==> run_1/clock_map.png <==
(4 px per um)
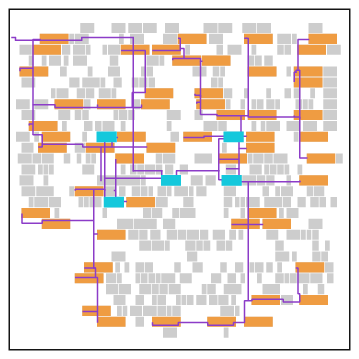
==> run_1/met3.png <==
(3 px per um)
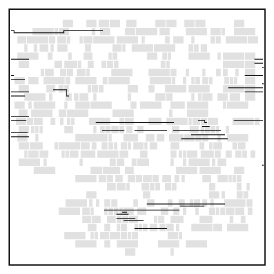
==> run_1/metal_stack.png <==
(3 px per um)
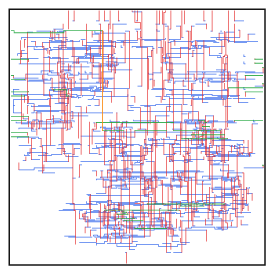
==> run_1/final_congestion.png <==
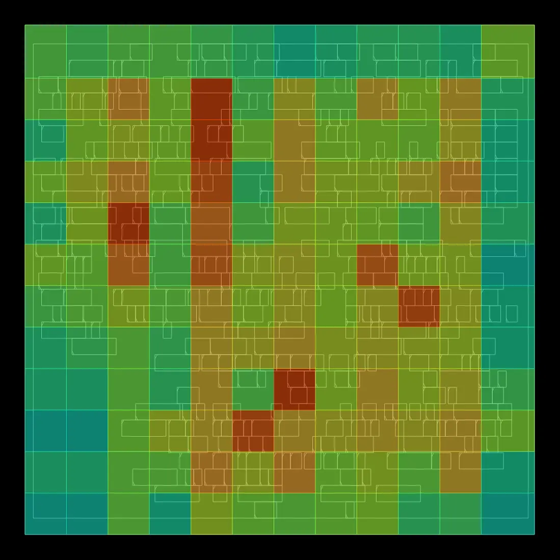
File: src/rtl/cam_stream_gen_pkg.sv
// Shared camera-path definitions: FSM state encoding, RGB332/RGB565 field positions
// and the RGB332 -> RGB565 expansion used by both the source and the capture side.
package cam_pkg;

  typedef enum logic [2:0] {
    ST_IDLE   = 3'd0,
    ST_VSYNC  = 3'd1,
    ST_VFRONT = 3'd2,
    ST_ACTIVE = 3'd3,
    ST_VBACK  = 3'd4
  } cam_state_e;

  localparam int R332_LSB = 5;
  localparam int G332_LSB = 2;
  localparam int B332_LSB = 0;
  localparam int R565_LSB = 11;
  localparam int G565_LSB = 5;
  localparam int B565_LSB = 0;

  // Widening by bit replication keeps full-scale white at full scale.
  function automatic logic [15:0] rgb332_to_rgb565(input logic [7:0] p);
    logic [2:0]  r;
    logic [2:0]  g;
    logic [1:0]  b;
    logic [15:0] o;
    r = p[R332_LSB +: 3];
    g = p[G332_LSB +: 3];
    b = p[B332_LSB +: 2];
    o = '0;
    o[R565_LSB +: 5] = {r, r[2:1]};
    o[G565_LSB +: 6] = {g, g};
    o[B565_LSB +: 5] = {b, b, b[1]};
    return o;
  endfunction

endpackage

File: src/rtl/cam_stream_gen_if.sv
// Framebuffer read port plus the framed pixel-byte stream of the camera source.
// master = the stream generator, slave = RAM / capture side.
interface cam_stream_gen_if #(
  parameter int AW = 17,
  parameter int DW = 8
);
  logic [AW-1:0] mem_px_addr;
  logic          mem_px_rd;
  logic [DW-1:0] mem_px_data;
  logic          vsync;
  logic          href;
  logic [7:0]    px_data;
  logic          frame_done;

  modport master (
    output mem_px_addr, mem_px_rd, vsync, href, px_data, frame_done,
    input  mem_px_data
  );

  modport slave (
    input  mem_px_addr, mem_px_rd, vsync, href, px_data, frame_done,
    output mem_px_data
  );
endinterface

File: src/rtl/cam_timing_gen.sv
// Frame/line timing: state machine, column/line counters, vsync/href/frame_done and the
// pixel-fetch strobe for the following cycle (fetch_nxt_o, to be registered by the caller).
module cam_timing_gen
  import cam_pkg::*;
#(
  parameter int H_PIX    = 160,
  parameter int H_BLANK  = 16,
  parameter int V_LINES  = 120,
  parameter int VSYNC_LN = 3,
  parameter int V_FRONT  = 2,
  parameter int V_BACK   = 2
) (
  input  logic pclk,
  input  logic rst,
  input  logic en_i,
  output logic vsync_o,
  output logic href_o,
  output logic frame_done_o,
  output logic fetch_nxt_o
);

  localparam int LINE_LEN = 2 * H_PIX + H_BLANK;
  localparam int CW       = $clog2(LINE_LEN);
  localparam int LW       = $clog2(VSYNC_LN + V_FRONT + V_LINES + V_BACK + 1);

  localparam logic [CW-1:0] COL_LAST = CW'(LINE_LEN - 1);
  localparam logic [CW-1:0] COL_PRE  = CW'(LINE_LEN - 2);
  localparam logic [CW-1:0] COL_ACT  = CW'(2 * H_PIX);
  localparam logic [CW-1:0] COL_FEND = CW'(2 * H_PIX - 2);
  localparam logic [LW-1:0] VS_LAST  = LW'(VSYNC_LN - 1);
  localparam logic [LW-1:0] VF_LAST  = LW'(V_FRONT - 1);
  localparam logic [LW-1:0] VA_LAST  = LW'(V_LINES - 1);
  localparam logic [LW-1:0] VB_LAST  = LW'(V_BACK - 1);

  cam_state_e    state_q, state_d, phase_next;
  logic [CW-1:0] col_q, col_d;
  logic [LW-1:0] line_q, line_d, phase_last;
  logic          vsync_q, href_q, done_q;
  logic          vsync_d, href_d, done_d, fetch_d, next_line_act;

  always_comb begin
    state_d    = state_q;
    col_d      = col_q;
    line_d     = line_q;
    phase_last = '0;
    phase_next = ST_IDLE;
    case (state_q)
      ST_VSYNC:  begin phase_last = VS_LAST; phase_next = ST_VFRONT; end
      ST_VFRONT: begin phase_last = VF_LAST; phase_next = ST_ACTIVE; end
      ST_ACTIVE: begin phase_last = VA_LAST; phase_next = ST_VBACK;  end
      ST_VBACK:  begin phase_last = VB_LAST; phase_next = en_i ? ST_VSYNC : ST_IDLE; end
      default:   begin phase_last = '0;      phase_next = ST_IDLE;   end
    endcase
    if (state_q == ST_IDLE) begin
      if (en_i) state_d = ST_VSYNC;
    end else if (col_q == COL_LAST) begin
      col_d = '0;
      if (line_q == phase_last) begin
        line_d  = '0;
        state_d = phase_next;
      end else begin
        line_d = line_q + 1'b1;
      end
    end else begin
      col_d = col_q + 1'b1;
    end
  end

  // Outputs are decoded from the next state so the registers line up with state_q.
  always_comb begin
    vsync_d       = (state_d == ST_VSYNC);
    href_d        = (state_d == ST_ACTIVE) && (col_d < COL_ACT);
    done_d        = (state_d == ST_VBACK) && (line_d == VB_LAST) && (col_d == COL_LAST);
    next_line_act = ((state_d == ST_VFRONT) && (line_d == VF_LAST)) ||
                    ((state_d == ST_ACTIVE) && (line_d != VA_LAST));
    // Pixel 0 is prefetched from the tail of the preceding blank; pixels 1.. from the line itself.
    fetch_d       = ((state_d == ST_ACTIVE) && !col_d[0] && (col_d < COL_FEND)) ||
                    (next_line_act && (col_d == COL_PRE));
  end

  always_ff @(posedge pclk) begin
    if (rst) begin
      state_q <= ST_IDLE;
      col_q   <= '0;
      line_q  <= '0;
      vsync_q <= 1'b0;
      href_q  <= 1'b0;
      done_q  <= 1'b0;
    end else begin
      state_q <= state_d;
      col_q   <= col_d;
      line_q  <= line_d;
      vsync_q <= vsync_d;
      href_q  <= href_d;
      done_q  <= done_d;
    end
  end

  assign vsync_o      = vsync_q;
  assign href_o       = href_q;
  assign frame_done_o = done_q;
  assign fetch_nxt_o  = fetch_d;

endmodule

File: src/rtl/cam_stream_gen.sv
// OV7670-style pixel source: framebuffer fetch, RGB332->RGB565 expansion, two bytes per pixel.
// Optional colour-bar generator built only when CAM_TEST_PATTERN_EN is defined.
module cam_stream_gen
  import cam_pkg::*;
#(
  parameter int AW       = 17,
  parameter int DW       = 8,
  parameter int H_PIX    = 160,
  parameter int H_BLANK  = 16,
  parameter int V_LINES  = 120,
  parameter int VSYNC_LN = 3,
  parameter int V_FRONT  = 2,
  parameter int V_BACK   = 2
) (
  input  logic pclk,
  input  logic rst,
  input  logic en,
  input  logic pattern_sel,
  cam_stream_gen_if.master bus
);

  localparam logic [AW-1:0] ADDR_LAST = AW'(H_PIX * V_LINES - 1);

  logic          vsync_w, href_w, done_w, fetch_nxt_w;
  logic          pat_on;
  logic [7:0]    src_px;
  logic [15:0]   px565;
  logic          rd_q, fetch_q, ld_q, lo_pend_q;
  logic [AW-1:0] addr_q;
  logic [7:0]    px_q, lo_q;

  cam_timing_gen #(
    .H_PIX   (H_PIX),
    .H_BLANK (H_BLANK),
    .V_LINES (V_LINES),
    .VSYNC_LN(VSYNC_LN),
    .V_FRONT (V_FRONT),
    .V_BACK  (V_BACK)
  ) u_timing (
    .pclk        (pclk),
    .rst         (rst),
    .en_i        (en),
    .vsync_o     (vsync_w),
    .href_o      (href_w),
    .frame_done_o(done_w),
    .fetch_nxt_o (fetch_nxt_w)
  );

`ifdef CAM_TEST_PATTERN_EN
  localparam int PCW = $clog2(H_PIX + 1);
  localparam logic [PCW-1:0] PCOL_LAST = PCW'(H_PIX - 1);

  logic [PCW-1:0] pcol_q;
  logic [7:0]     pat_px_q;
  logic [2:0]     bar;

  assign pat_on = pattern_sel;
  assign bar    = 3'((32'(pcol_q) * 32'd8) / 32'(H_PIX));
  assign src_px = pattern_sel ? pat_px_q : 8'(bus.mem_px_data);

  // Bar pixel is built in the fetch cycle so it lands where RAM data would.
  always_ff @(posedge pclk) begin
    if (rst) begin
      pcol_q   <= '0;
      pat_px_q <= '0;
    end else begin
      if (vsync_w)
        pcol_q <= '0;
      else if (fetch_q)
        pcol_q <= (pcol_q == PCOL_LAST) ? '0 : pcol_q + 1'b1;
      pat_px_q <= {{3{bar[2]}}, {3{bar[1]}}, {2{bar[0]}}};
    end
  end
`else
  logic unused_pattern_sel;
  assign unused_pattern_sel = pattern_sel;
  assign pat_on             = 1'b0;
  assign src_px             = 8'(bus.mem_px_data);
`endif

  assign px565 = rgb332_to_rgb565(src_px);

  // fetch_q: issue cycle, ld_q: RAM data valid, then byte0 and byte1 on consecutive cycles.
  always_ff @(posedge pclk) begin
    if (rst) begin
      rd_q      <= 1'b0;
      fetch_q   <= 1'b0;
      ld_q      <= 1'b0;
      lo_pend_q <= 1'b0;
      addr_q    <= '0;
      px_q      <= '0;
      lo_q      <= '0;
    end else begin
      rd_q    <= fetch_nxt_w & ~pat_on;
      fetch_q <= fetch_nxt_w;
      ld_q    <= fetch_q;
      if (vsync_w)
        addr_q <= '0;
      else if (fetch_q && (addr_q != ADDR_LAST))
        addr_q <= addr_q + 1'b1;
      if (ld_q) begin
        px_q      <= px565[15:8];
        lo_q      <= px565[7:0];
        lo_pend_q <= 1'b1;
      end else if (lo_pend_q) begin
        px_q      <= lo_q;
        lo_pend_q <= 1'b0;
      end else begin
        px_q <= '0;
      end
    end
  end

  assign bus.mem_px_addr = addr_q;
  assign bus.mem_px_rd   = rd_q;
  assign bus.vsync       = vsync_w;
  assign bus.href        = href_w;
  assign bus.px_data     = px_q;
  assign bus.frame_done  = done_w;

endmodule

File: src/flat_wrapper.sv
// flat-port wrapper written by rule: the top's interface ports become plain ports
module cam_stream_gen_flat import cam_pkg::*;
#(
  parameter int AW       = 17,
  parameter int DW       = 8,
  parameter int H_PIX    = 160,
  parameter int H_BLANK  = 16,
  parameter int V_LINES  = 120,
  parameter int VSYNC_LN = 3,
  parameter int V_FRONT  = 2,
  parameter int V_BACK   = 2
)
  (pclk, rst, en, pattern_sel, bus_mem_px_addr, bus_mem_px_rd, bus_vsync, bus_href, bus_px_data, bus_frame_done, bus_mem_px_data);
  cam_stream_gen_if #(.AW(AW), .DW(DW)) bus_i ();
  input  logic pclk;
  input  logic rst;
  input  logic en;
  input  logic pattern_sel;
  output wire logic [$bits(bus_i.mem_px_addr)-1:0] bus_mem_px_addr;
  output wire logic [$bits(bus_i.mem_px_rd)-1:0] bus_mem_px_rd;
  output wire logic [$bits(bus_i.vsync)-1:0] bus_vsync;
  output wire logic [$bits(bus_i.href)-1:0] bus_href;
  output wire logic [$bits(bus_i.px_data)-1:0] bus_px_data;
  output wire logic [$bits(bus_i.frame_done)-1:0] bus_frame_done;
  input wire logic [$bits(bus_i.mem_px_data)-1:0] bus_mem_px_data;
  assign bus_mem_px_addr = bus_i.mem_px_addr;
  assign bus_mem_px_rd = bus_i.mem_px_rd;
  assign bus_vsync = bus_i.vsync;
  assign bus_href = bus_i.href;
  assign bus_px_data = bus_i.px_data;
  assign bus_frame_done = bus_i.frame_done;
  assign bus_i.mem_px_data = bus_mem_px_data;
  cam_stream_gen #(.AW(AW), .DW(DW), .H_PIX(H_PIX), .H_BLANK(H_BLANK), .V_LINES(V_LINES), .VSYNC_LN(VSYNC_LN), .V_FRONT(V_FRONT), .V_BACK(V_BACK)) u_core (.pclk(pclk), .rst(rst), .en(en), .pattern_sel(pattern_sel), .bus(bus_i));
endmodule
File: config.mk
export PLATFORM = sky130hd
export DESIGN_NAME = cam_stream_gen_flat
export DESIGN_NICKNAME = d
export VERILOG_FILES = /design/src/rtl/cam_stream_gen_pkg.sv /design/src/rtl/cam_stream_gen_if.sv /design/src/rtl/cam_timing_gen.sv /design/src/rtl/cam_stream_gen.sv /design/src/flat_wrapper.sv
export SDC_FILE = /design/constraint.sdc
export NUM_CORES = 1
export LEC_CHECK = 0
export CORE_UTILIZATION = 40
export CTS_CLUSTER_DIAMETER = 100
export CTS_CLUSTER_SIZE = 8
export DETAILED_ROUTE_END_ITERATION = 12
export GPL_TIMING_DRIVEN = 0
export SETUP_SLACK_MARGIN = 0.3
export SYNTH_ARGS = -nofsm -noshare
export SYNTH_HDL_FRONTEND = slang
export SYNTH_SLANG_ARGS = --single-unit
export TNS_END_PERCENT = 1
File: constraint.sdc
create_clock -name pclk -period 6.2 [get_ports pclk]
set_input_delay 1.55 -clock pclk [delete_from_list [all_inputs] [get_ports pclk]]
set_output_delay 1.55 -clock pclk [all_outputs]
set_load 0.1 [all_outputs]
==> out/notes.md, run 1 <==
The top cell types in the final layout, fill and taps aside, are sky130_fd_sc_hd__dfxtp_1 (55), sky130_fd_sc_hd__nor2_1 (45), sky130_fd_sc_hd__clkdlybuf4s50_1 (39), sky130_fd_sc_hd__nand2_1 (31), sky130_fd_sc_hd__a21oi_1 (23). The share of power burned in combinational logic was 5.8%; the number of flip-flops and latches in the synthesized netlist was 55. The report counts max-capacitance violations totalling 0.

The violation tally recorded at the end of detailed-routing iteration 0 is 125. The report lists the number of cells resized after CTS as 0. The cell area that synthesis handed to floorplanning was 2739 um^2. TritonCTS built the clock tree.

The final-layout clock buffer total was 5; the clock-pin transition on the worst setup and hold timing paths was 0.10 ns. According to the timing report, the critical path is captured at bus_mem_px_addr[7]. Dominant kind of combinational cell: simple AND/OR/NAND/NOR gates. In the Yosys report the total cell count is 329. Cell internal power was estimated by the tool at 0.4914 mW. Average vias per placed instance: 5.294. The flip-flop count of the largest register, all copies and words added works out to 17. In this run, placement finished with an instance count of 445. Pin placement for this block handled 41 I/O pins.

Dominant register cell: sky130_fd_sc_hd__dfxtp_1. The maximum root-to-sink buffer count was 2. By area the synthesized netlist is led by sky130_fd_sc_hd__dfxtp_1 (40%), sky130_fd_sc_hd__nor2_1 (6.2%), sky130_fd_sc_hd__xor2_1 (6.1%).

Dividing the synthesized area by the synthesized cell count gives 8.325 um^2. The flow ran to the end, and the final reports show no timing, DRC or antenna violations. The path type of the worst min-delay path is register to register. The yosys stat chip area was 2739 um^2; the path length in cells of the critical path was 1.

Start point of the critical path: u_core.bus.mem_px_addr[7]. Per the placement log, port buffering inserted 39 buffers. With the die outline area at 7182 um^2, the clock sink count is 55. Once detail routing completed, the nets flagged for antenna violations numbered 0.

Of the total synthesized cell area, the portion taken by AND-OR and OR-AND cells is 11.01%. STA lists the endpoint of the worst register-to-register path as u_core.fetch_q. Multi-input logic gates represent a cell area share of 45.54%.

The worst setup path is captured at an output pin. The H-tree generated during clock tree synthesis spans 2 levels. For this run, the top clock speed supported by timing is 284.0 MHz. Leaving out fill and tap cells, the most frequent cell in the layout is sky130_fd_sc_hd__dfxtp_1. Multiplexer cells account for 2.924% of the synthesized area. For this run, asynchronously set or reset flops after synthesis account for 0%. Total power normalized to cell area comes to 189.9 nW/um^2. Area taken by multi-input logic gates: 1521 um^2.

Hold is met by 0.4698 ns. Die boundary width: 84.75 um. The run gives 0 as the count of yosys warnings during synthesis. The final critical-path share of the clock period is 56.79%, and the area occupied by registers is 1101 um^2. Of all nets on the critical path, the largest fanout is 7. Data on the critical path arrives at its endpoint at 1.97 ns. Detailed routing placed a total of 2.583 mm of wire on met2.

The cell-mix breakdown from Yosys lists the XOR/XNOR area share as 8.314%. Per report_power, the top consumer among the power groups is sequential cells. In this run the power spent charging and discharging nets is 0.1431 mW. Per report_power, the sequential group accounts for 56.3% of the total. The final report lists the setup-violating endpoint count as 0.

For the worst reg-to-reg path, the startpoint reported by OpenROAD is u_core.u_timing.col_q[0]. TritonRoute reported its final design rule violation total as 0. The final hold violation count was 0; the non-clock inverter instance count of the final layout was 7.

The worst register-to-register path depth is 9. Per the final report, max-transition violations number 0. The switching fraction of total power is 22.56%.

The run gives 6.915% for the proportion of layout cells with a drive suffix above 1. The floorplan step defined a core boundary enclosing 6495 um^2. The tools report the reported leakage power as 1.154 nW. The die span in y was 84.75 um; the number of distinct standard cells referenced by the synthesized netlist was 53. For this run the detailed placement stage logged an HPWL of 4.273 mm.

The non-clock buffer count in the final layout works out to 58. The largest cell class by area is combinational gates. Across the whole layout, storage elements make up 32.96% of the cell area.

Entering global routing, the biggest net connects 19 pins. The worst hold path stage count works out to 2. Summing the areas of all fa, ha and maj instances in the mapped netlist gives 1.370% of the synthesized area. Largest stage delay on the critical path: 1.19 ns. The repair_antennas step left the layout with diodes totalling 0. The post-synthesis share of cell area spent on and, or, nand and nor gates came out at 31.93%.

Broken down by cell family, the worst path's largest delay share belongs to buffers and inverters. In the final timing run, aggregate negative setup slack is 0 ns. Summing the sequential cell areas from Yosys gives 40.20% of the chip area. The design received a total of 77 well taps at floorplan.

Per the synthesis report, the single largest cell type by area occupies 40.20% of cell area. The run gives 55 for the number of sequential cells. Number of cells produced by synthesis: 329. The post-place setup slack is 2.906 ns, and the routed length on met3 is 296 um. Summed over all instances, the cell type with the most area after synthesis is sky130_fd_sc_hd__dfxtp_1.

The tools report the destination of the worst hold path as u_core.bus.px_data[7]. In this run, synthesis inferred 0 flip-flops with an integrated enable. The cell sequence reported for the critical path is clkdlybuf4s50_1. The layout report lists the clock-cell share of area as 3.446%. When the netlist entered floorplanning its net count stood at 344.

With the final cell count without fillers at 453, the smallest setup slack after layout is 2.679 ns. With the count of nets after finishing at 390, the area added between synthesis and finish is 21.97%. The layout buffering overhead excluding clock cells works out to 14.38%.

For the initial antenna violation count, the log shows 0. IR analysis of the VDD net gives a maximum drop of 126.0 uV. Once the clock tree was built, the setup fixing pass inserted 0 buffers. The number of buffers added by the clock tree synthesis step was 5; the worst-skew pair later-pin latency was 0.30 ns. With fillers left out, the area of the finished cells amounts to 3341 um^2. The first global-routing pass estimated 10.19 mm of wire. With the cell row count at 29, the multi-input gate count is 248. Across the routed clock network, the largest skew measured is 0.01420 ns. STA lists the startpoint of the worst hold path as u_core.lo_q[7]. The fraction of the core area occupied by cells at floorplan is 42.17%. The time the worst path needs with I/O delays and setup was 3.521 ns; the worst reg-to-reg setup slack was 3.45 ns. Transition time at the pin with the least slew margin: 0.9936 ns. The worst pin sits at a relative slew slack of 33.56%. The run gives 0.8076 for the placer congestion estimate.

Per the detail_route log, the uppermost layer with routed signals is met4. Setup repair after global routing left no endpoint under its margin. The tools report the root buffer selected by CTS as sky130_fd_sc_hd__clkbuf_8. The flow reports power dissipated in combinational cells as 0.0371 mW. The category of the most critical setup path is register to output pin. The run gives 3.009 mm as the met1 wire length.

Yosys reports that the most numerous cell types are sky130_fd_sc_hd__dfxtp_1 (55), sky130_fd_sc_hd__nor2_1 (45), sky130_fd_sc_hd__nand2_1 (31). The run gives 0.357 mW as the power of the sequential group. The number of buffers inserted for hold repair after clock tree synthesis was 0. The data required time at the worst endpoint is 4.65 ns, and the number of detailed-route iterations in the first pass is 6. Looking at the critical path, the single cell with the biggest stage delay is sky130_fd_sc_hd__clkdlybuf4s50_1. sky130_fd_sc_hd__dfxtp_1 is the most common cell in the netlist. The number of warnings reported in the stage logs is 27. After layout, the design draws a total of 0.6345 mW. The post-placement cell area is 3226 um^2. The total buffers and inverters traversed by the critical path came out at 1. The number of global-route vias before repair is 2093, and the number of fillers in the final layout is 636. The total overflow reported by the global router is 0. The worst setup path is launched from a register.
## Picture notes: clock_map.png
[orange] flip-flops | count: 55
[cyan] cells driving clock nets | count: 5
[purple] clock wires | length: 629 um
routed clock nets	6
part of the total power dissipated in the clock network: 37.8%
Clock Power: 0.240 mW

## Picture notes: met3.png
main direction	horizontal
longest straight run	25.8 um
wire length on this layer	297 um
Global Route met3 Usage: 3.147%
total detailed-routing wirelength: 5.922 mm
total via count in the routed design: 2398

## Picture notes: metal_stack.png
color	layer	wire length
blue	met1	3010 um
green	met3	297 um
red	met2	2580 um
orange	met4	33.3 um
all-layer global routing usage: 17.25%
routed len/inst: 13.07 um

## Picture notes: final_congestion.png
met1 demand-to-capacity share in global routing: 25.08%
core occupancy in the finished layout: 51.44%
met2 global-route usage: 26.68%
busiest grt layer: met2

==> inputs of run 2 (changes only) <==
- clock period: 6.2 -> 3.5 ns (I/O delays scaled with it)
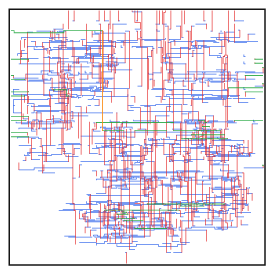
(run_2/metal_stack.png)
(3 px per um)
color	layer	wire length
red	met2	2580 um
orange	met4	33.3 um
green	met3	297 um
blue	met1	3010 um

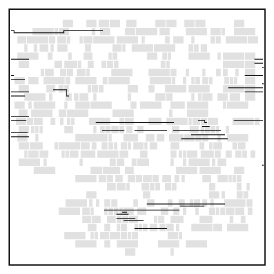
(run_2/met3.png)
(3 px per um)
main direction	horizontal
wire length on this layer	297 um
longest straight run	25.8 um
share of all routed wire	5.0%

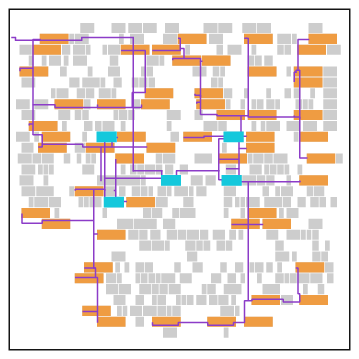
(run_2/clock_map.png)
(4 px per um)
[purple] clock wires | length: 629 um
[orange] flip-flops | count: 55
[cyan] cells driving clock nets | count: 5
routed clock nets	6
Clock Power: 0.425 mW
Layout Skew: 0.01420 ns

==> out/notes.md, run 2 <==
In this run the most used layer during global routing was met2. The proportion of netlist area held by the largest area contributor came out at 40.20%. The run gives 26.68% as the met2 capacity usage during global routing.

The flow reports an fmax of 351.3 MHz. According to the floorplan report, the die height is 84.75 um. Wires add up to 5.922 mm. The part of the total power dissipated in the clock network was 37.8%; the die boundary width was 84.75 um. The worst-skew pair later-pin latency is 0.30 ns, and the count of antenna-violating nets left after detailed routing is 0.

Highest net fanout along the worst path: 7. The detailed router's first-iteration violation count came out at 125. The smallest setup slack after layout is 0.6537 ns, and the clock-pin transition on the worst setup and hold timing paths is 0.10 ns. With the worst reg-to-reg setup slack at 0.75 ns, the fraction of area in clock buffers and inverters is 3.446%. In the final layout, the share of cells above drive strength 1 is 6.915%. The count of buffers added on input and output ports is 39. The highest metal layer carrying signal wires in the routed design is met4. The dominant kind of combinational cell was simple AND/OR/NAND/NOR gates.

The register fraction of the total cell area came out at 32.96%. Multi-input logic gates represent a cell area share of 45.54%. The first global-routing pass estimated 10.19 mm of wire.

Per the timing report, the most critical flop-to-flop path finishes at u_core.fetch_q. The finished design was reported to have a net count of 390. The run gives 5 as the number of buffers added by the clock tree synthesis step. TritonCTS built the clock tree. Summed over all failing endpoints, the final setup total negative slack is 0 ns.

The average cell area after synthesis was 8.325 um^2; the sum of internal, switching and leakage power was 1.124 mW. STA classifies the critical path endpoint as an output pin. Dividing the final minimum period by the clock period gives 81.32%. The global routing report lists combined usage of all routing layers as 17.25%. After Yosys synthesis, XOR and XNOR cells account for 8.314% of the synthesized area. The reported leakage power came out at 1.154 nW. The run gives 1.19 ns for the largest stage delay on the critical path. The stat command in Yosys gives a chip area of 2739 um^2.

Combinational cells consume a total of 0.0656 mW. The OpenROAD report gives the critical path a data arrival time of 1.97 ns. The number of detailed-route iterations in the first pass is 6, and the well-tap cell count is 77. The worst path needs 2.846 ns of the cycle, external delays included. The tools report the routed length on met3 as 296 um. The total buffers and inverters traversed by the critical path is 1, and the non-clock inverter instance count of the final layout is 7. The setup path with the least slack is of type register to output pin. The run gives 0 for the count of yosys warnings during synthesis. The flow ran to the end, and the final reports show no timing, DRC or antenna violations. After synthesis, flip-flops and latches occupy 40.20% of the total area. Endpoints with negative setup slack in the final report add up to 0. The placed instances occupy a cell area of 3226 um^2.

The logs give 3.009 mm for the met1 wire length and 42.17% for the fraction of the core area occupied by cells at floorplan. With the area added between synthesis and finish at 21.97%, the post-CTS setup-driven buffer insertion count is 0. The routed design uses 2.583 mm of met2 wire. The number of cells on the worst reg-to-reg path is 9. The worst hold path belongs to the class register to register. The core region is 6495 um^2.

The tools report the top-level I/O count as 41. With the area occupied by registers at 1101 um^2, the cell row count is 29. The clock H-tree reported by CTS has 2 levels. The finished layout holds 453 standard cells, fillers aside. In the final report, the number of pins over their slew limit comes to 0. After floorplanning, the die was sized to cover 7182 um^2. The relative slew slack came out at 33.56%. The critical path starts at u_core.bus.mem_px_addr[7]. The non-clock buffer count in the final layout was 58; the maximum root-to-sink buffer count was 2. The fraction of final cell area spent on non-clock buffers in this run is 14.38%.

The run gives 13.07 um for the average wire per cell in the routed design. For the pin with the worst max-slew slack, the measured transition is 0.9936 ns. The average vias per placed instance was 5.294. Counting tap cells, the placed design contains a total of 445 instances. The slowest stage of the critical path is the sky130_fd_sc_hd__clkdlybuf4s50_1 cell.

Initial antenna violation count: 0. Final hold analysis gives a worst-case slack of 0.4698 ns. The tools report the root buffer selected by CTS as sky130_fd_sc_hd__clkbuf_8. There are 55 flip-flops and latches.

The run gives 223.3 uV for the worst voltage drop across the vdd grid.
No activity file was given, so power comes from the tool's default toggle rates.
